$ cat src/rtl/serial_addsub.sv
// Bit-serial adder/subtractor: processes one bit pair per clock, LSB first,
// through a single full adder and reports {carry_out, sum} plus signed overflow.
module serial_addsub #(
    parameter int WIDTH = 8
) (
    input  logic             clk,
    input  logic             rst,
    input  logic             start,
    input  logic             sub,
    input  logic [WIDTH-1:0] a,
    input  logic [WIDTH-1:0] b,
    output logic             busy,
    output logic             done,
    output logic [WIDTH:0]   result,
    output logic             overflow
);

    localparam int CNT_W = $clog2(WIDTH + 1);

    typedef enum logic [1:0] {
        IDLE  = 2'd0,
        SHIFT = 2'd1,
        DONE  = 2'd2
    } state_t;

    state_t             state;
    state_t             state_nxt;
    logic [WIDTH-1:0]   a_sh;
    logic [WIDTH-1:0]   b_sh;
    logic               carry;
    logic [CNT_W-1:0]   cnt;
    logic               sum_bit;
    logic               carry_nxt;
    logic               last_bit;

    function automatic logic maj3(input logic x, input logic y, input logic z);
        return (x & y) | (x & z) | (y & z);
    endfunction

    always_comb begin
        sum_bit   = a_sh[0] ^ b_sh[0] ^ carry;
        carry_nxt = maj3(a_sh[0], b_sh[0], carry);
        last_bit  = (cnt == CNT_W'(WIDTH - 1));
    end

    always_ff @(posedge clk) begin
        if (rst) begin
            state <= IDLE;
        end else begin
            state <= state_nxt;
        end
    end

    always_comb begin
        state_nxt = state;
        busy      = 1'b0;
        done      = 1'b0;
        case (state)
            IDLE: begin
                if (start) begin
                    state_nxt = SHIFT;
                end
            end
            SHIFT: begin
                busy = 1'b1;
                if (last_bit) begin
                    state_nxt = DONE;
                end
            end
            DONE: begin
                busy      = 1'b1;
                done      = 1'b1;
                state_nxt = IDLE;
            end
            default: begin
                state_nxt = IDLE;
            end
        endcase
    end

    // Subtraction is a + ~b + 1: the +1 enters as the initial carry.
    always_ff @(posedge clk) begin
        if (rst) begin
            a_sh     <= '0;
            b_sh     <= '0;
            carry    <= 1'b0;
            cnt      <= '0;
            result   <= '0;
            overflow <= 1'b0;
        end else begin
            case (state)
                IDLE: begin
                    if (start) begin
                        a_sh  <= a;
                        b_sh  <= sub ? ~b : b;
                        carry <= sub;
                        cnt   <= '0;
                    end
                end
                SHIFT: begin
                    a_sh                <= a_sh >> 1;
                    b_sh                <= b_sh >> 1;
                    carry               <= carry_nxt;
                    cnt                 <= cnt + CNT_W'(1);
                    result[WIDTH-1:0]   <= {sum_bit, result[WIDTH-1:1]};
                    // On the MSB, carry holds the carry into it and carry_nxt the carry out.
                    if (last_bit) begin
                        result[WIDTH] <= carry_nxt;
                        overflow      <= carry ^ carry_nxt;
                    end
                end
                default: begin
                end
            endcase
        end
    end

endmodule

$ cat config.mk
export PLATFORM = sky130hd
export DESIGN_NAME = serial_addsub
export DESIGN_NICKNAME = d
export VERILOG_FILES = /design/src/rtl/serial_addsub.sv
export SDC_FILE = /design/constraint.sdc
export NUM_CORES = 1
export LEC_CHECK = 0
export CORE_MARGIN = 4
export CORE_UTILIZATION = 45
export CTS_BUF_LIST = sky130_fd_sc_hd__clkbuf_8 sky130_fd_sc_hd__clkbuf_16
export CTS_CLUSTER_SIZE = 25
export DETAILED_ROUTE_END_ITERATION = 12
export GPL_TIMING_DRIVEN = 0
export HOLD_SLACK_MARGIN = 0.12
export MAX_ROUTING_LAYER = met4
export PLACE_DENSITY = 0.75
export SLEW_MARGIN = 20
export SYNTH_ARGS = -nofsm -noshare
export SYNTH_HDL_FRONTEND = slang
export SYNTH_SLANG_ARGS = --single-unit
$ cat constraint.sdc
create_clock -name clk -period 1.5 [get_ports clk]
set_input_delay 0.375 -clock clk [delete_from_list [all_inputs] [get_ports clk]]
set_output_delay 0.375 -clock clk [all_outputs]
set_load 0.02 [all_outputs]
Fig. 1: run 1, a small window of the routed layout
Scale bar: 5 um. Region (23, 36) to (43, 56) um. Cells in gray, sequential cells in the stronger gray; small squares are vias.
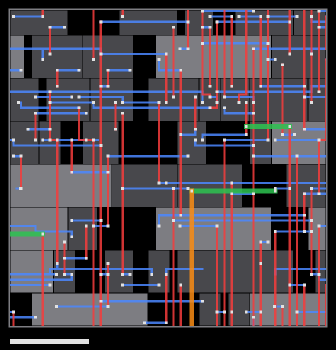
Key: met3 = green; met2 = red; met4 = orange; met1 = blue
34 logic cells have their middle in the window. Netlist names of flops here include b_sh (3), a_sh (2). Most frequent: dfxtp_1 (6), nand2_1 (4), a21oi_1 (4). Sequential cells in the window: 6.

Fig. 2: run 1, signal metal coverage by tile
The die is cut into 13 by 13 equal tiles; white is low, dark blue is high, scaled to the fullest tile. Values are wire area over tile area, all layers added.
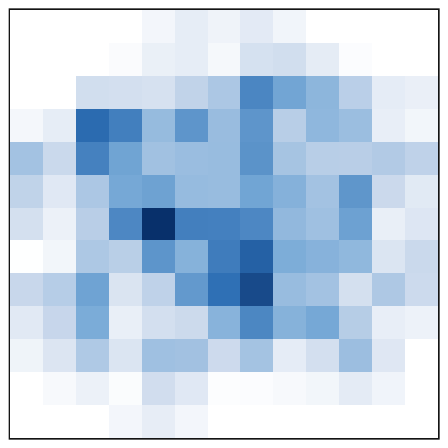
19% of the tiles are nearly empty. The mean over all tiles is 0.12. 17% of the tiles are over half the peak. The fullest tile reaches 0.47. The densest ninth of the die: center.
Routed wire per std cell: 13.4 um
vias: 1328
Total GRT Usage: 16.9%

Fig. 3: run 1, clock wiring as the flow saved it
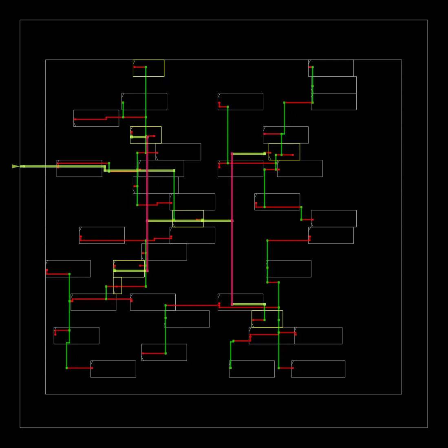
flop count: 33
clock sink count: 33
Inserted Clock Buffers: 5
clock buffers: 6

==> reports/metrics.cfg, run 1 <==
[logic_synthesis]
ys_area_mm2=0.00153
ys_ff=33
synthesis.nets=191

[final_timing]
slew_headroom_pct=62.4

[min_path]
min_from=rst

[pwr]
p_leak_nw=0.822
pwr-share-comb_pct=22.2
seqPwrFrac_pct=46.2

[critical_path]
critical_path.startpoint=state[1]
critPathKind=reg -> reg
end_kind=flip-flop
crit_required_ps=1710

[clock_network]
clk_pin_slew_ps=60

[grt]
globalRouteMet2Util_pct=27.9
grt_first_pass_wirelength_um=5620

[drt]
drtAntennaViolNets=0
routed_wl_um=3350

[finish]
comb_area_share_pct=41.6

[placement]
dp_hpwl_um=2350
pre_cts_slack_ps=-333

[outcome]
status=complete, no violations

## run 1: per-layer routing
metal | part of all wire, % | vias up
met2 | 48 | 42
li1 | - | 657
met5 | 0 | -
met1 | 45 | 619
met3 | 5.5 | 10
met4 | 1.6 | 0
## run 1: synth_stat cells
| cell | instances | area share [%] |
|---|---|---|
| nand2_1 | 13 | 3.2 |
| a32oi_1 | 1 | 0.57 |
| buf_2 | 7 | 2.3 |
| mux2_2 | 1 | 0.74 |
| a31oi_1 | 2 | 0.82 |
| fa_1 | 1 | 1.3 |
| a21oi_1 | 13 | 4.3 |
| nand3b_1 | 2 | 0.98 |
| or4_1 | 1 | 0.49 |
| clkbuf_1 | 5 | 1.2 |
| inv_1 | 3 | 0.74 |
| nor3_1 | 1 | 0.33 |
| nand4b_1 | 2 | 1.1 |
| mux2i_1 | 17 | 11 |
| o211ai_1 | 7 | 3.4 |
| dfxtp_1 | 33 | 43 |
| nand3_1 | 5 | 1.6 |
| nand2b_1 | 8 | 3.3 |
| ha_1 | 4 | 3.3 |
| a211oi_1 | 10 | 4.9 |
| xor2_1 | 9 | 5.2 |
| nor2_1 | 18 | 4.4 |
| o21ba_2 | 1 | 0.65 |
| and3b_1 | 1 | 0.57 |
| o21ai_0 | 1 | 0.33 |
## run 1: state kept, by name, summed over array words and instances (netlist names)
register  cells
result        9
a_sh          8
b_sh          8
cnt           4
state         2
carry         1
overflow      1
## run 1: placed cells by master (no fill, tap or decap), drive strengths merged, types with 2 or more instances in the layout
| cell type | Yosys | final |
|---|---|---|
| a21oi | 13 | 13 |
| a211oi | 10 | 10 |
| clkdlybuf4s50 | 0 | 17 |
| nand4b | 2 | 2 |
| nand2b | 8 | 8 |
| nor2 | 18 | 18 |
| nand3b | 2 | 2 |
| xor2 | 9 | 9 |
| o211ai | 7 | 7 |
| clkbuf | 5 | 11 |
| inv | 3 | 3 |
| dfxtp | 33 | 33 |
| nand3 | 5 | 5 |
| dlygate4sd2 | 0 | 10 |
| nand2 | 13 | 13 |
| ha | 4 | 4 |
| a31oi | 2 | 2 |
| mux2i | 17 | 17 |
| buf | 7 | 14 |
## run 1: power groups by stage
stage / sequential (mW) / combinational, mW / clock, mW
after floorplan: 0.986 / 0.261 / 0
after global placement: 0.986 / 0.378 / 0
after detailed placement: 0.988 / 0.388 / 0
after CTS: 0.972 / 0.407 / 0.674
after global routing: 0.979 / 0.513 / 0.701
final: 0.972 / 0.468 / 0.664
## run 1: how the worst max path moves through the flow
stage / endpoint / cells past startpoint / slack [ps]
after floorplan: cnt[3] / 5 / 40
after global placement: cnt[3] / 4 / -260
after detailed placement: cnt[3] / 4 / -330
after CTS: b_sh[6] / 6 / 1
after global routing: cnt[3] / 5 / -20
final: cnt[3] / 5 / 9
## run 1: through the flow
stage	power [mW]	utilization (%)
3_5_place_dp	1.38	59.5
6_report	2.10	66.4
3_3_place_gp	1.36	59.5
4_1_cts	2.05	62.9
5_1_grt	2.19	66.4
2_1_floorplan	1.25	-
## run 1: critical path: stages, from the launching register on
cell and delay, ps:
dfxtp_2 360, inv_4 50, ha_4 180, mux2i_4 210, or4_1 420, a31oi_1 190
--- run 2 (diff from run 1) ---
ABC_CLOCK_PERIOD_IN_PS = 1500   (was unset)
CTS_CLUSTER_DIAMETER = 50   (was unset)
Fig. 4: run 2, a small window of the routed layout
Scale bar: 5 um. Region (23, 36) to (43, 56) um. Cells in gray, sequential cells in the stronger gray; small squares are vias.
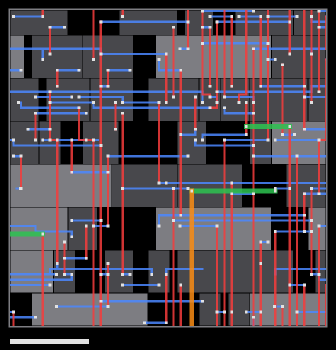
Key: met1 = blue; met4 = orange; met2 = red; met3 = green
Most frequent: dfxtp_1 (6), nand2_1 (4), a21oi_1 (4). 34 logic cells have their middle in the window. Sequential cells in the window: 6. Netlist names of flops here include b_sh (3), a_sh (2).

==> run 2 against run 1 <==
Net effect:
- combinational power hardly changed
- worst setup slack unchanged
- core utilization unchanged
- die size unchanged
- total power stayed put
- critical endpoint unchanged
- largest power group unchanged
- highest routed layer unchanged
==> reports/metrics.cfg, run 2 <==
[outcome]
status=complete, no violations

[clock_network]
numCtsBuffers=5
clk_pin_slew_ps=60

[finish]
final_cell_mix=dfxtp_1 (31), nor2_1 (18), clkdlybuf4s50_1 (17), mux2i_1 (16)
reg.largest.list=result x9, a_sh x8, b_sh x8
regMostFlops=result
layout_top_cell=dfxtp_1

[critical_path]
crit_slowest_cell=or4_1
worstPathCellList=inv_4 -> ha_4 -> mux2i_4 -> or4_1 -> a31oi_1
crit_family=simple AND/OR/NAND/NOR gates
end_kind=flip-flop
crit_required_ps=1710
path_buffers=1
critPathKind=reg -> reg

[pwr]
pwr-share-comb_pct=22.2
total_power_mw=2.10
p_leak_nw=0.822
seqPwrFrac_pct=46.2

[logic_synthesis]
ys_area_mm2=0.00153
synthesis.nets=191
synthFlopType=dfxtp_1
edf_count=0
async_flop_share_pct=0
synthTopCellsByCount=dfxtp_1 (33), nor2_1 (18), mux2i_1 (17)
top_area_share_pct=43.2
yosysMostFrequentCell=dfxtp_1
ys_ff=33

[drt]
post_drt_wl_per_cell_um=13.4
routed_wl_um=3350

[placement]
dp_hpwl_um=2350

[grt]
grt_use_total_pct=16.9
grt_first_pass_wirelength_um=5620

[final_timing]
slew_headroom_pct=62.4

Fig. 5: run 2, clock wiring as the flow saved it
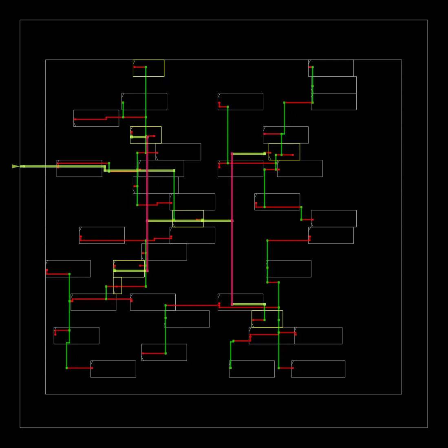
Post-Route Skew: 1.97 ps
clk pwr: 0.664 mW
Late-Pin Clk Latency: 280 ps

==> run 2: cell counts after synthesis <==
No cell type changed its count.
==> run 2: repair_timing <==
item | CTS | global route
setup buffers | 0 | 5
cloned | 0 | 0
hold buffers | 0 | 0
resized | 31 | 23
hold endpoints to repair | 0 | 0
setup endpoints to repair | 41 | 31
pin swaps | 2 | 1
==> run 2: cell families after synthesis <==
logic type | after synthesis
and+or+nand+nor | 51
AOI/OAI and AO/OA | 35
DFF | 33
muxes | 18
buffers and inverters | 15
xor gates and xnor gates | 9
adders and majority gates | 5
==> run 2: final timing paths <==
check            end      from  cells past startpoint  slack, ps
max           cnt[3]  state[1]                      5          9
min          a_sh[6]       rst                      2        430
max reg2reg   cnt[3]  state[1]                      5          9
min reg2reg  b_sh[1]   b_sh[1]                      2        450
==> run 2: power groups by stage <==
stage / registers [mW] / clock network [mW] / logic, mW
after CTS: 0.972 / 0.674 / 0.407
final: 0.972 / 0.664 / 0.468
after detailed placement: 0.988 / 0 / 0.388
after global routing: 0.979 / 0.701 / 0.513
after global placement: 0.986 / 0 / 0.378
after floorplan: 0.986 / 0 / 0.261
==> run 2: routing by layer <==
layer	wire length, um	part of all wire, %	vias up
met5	0	0	-
met4	54	1.6	0
met3	184	5.5	10
met2	1610	48	42
met1	1500	45	619
li1	-	-	657
==> run 2: worst reg2reg max path, stage by stage (launching register included) <==
cell,delay (ps)
dfxtp_2,360
inv_4,50
ha_4,180
mux2i_4,210
or4_1,420
a31oi_1,190
==> run 2: layout make-up <==
class / count / area, um^2 / area share [%]
Buffer: 12 / 87.6 / 4.18
Timing Repair Buffer: 34 / 308 / 14.7
Clock inverter: 1 / 3.75 / 0.179
Inverter: 3 / 20.0 / 0.956
Clock buffer: 6 / 82.6 / 3.95
Sequential cell: 33 / 666 / 31.8
Tap cell: 44 / 55.1 / 2.63
Multi-Input combinational cell: 118 / 871 / 41.6
==> run 2: metrics by stage <==
stage	worst slack [ps]	utilization [%]	hold slack (ps)
final	9.44	66.4	432
after CTS	1.14	62.9	424
after floorplan	40.1	-	427
after global placement	-264	59.5	435
after global routing	-19.3	66.4	461
after detailed placement	-333	59.5	439
Power and IR drop assume default switching activity.
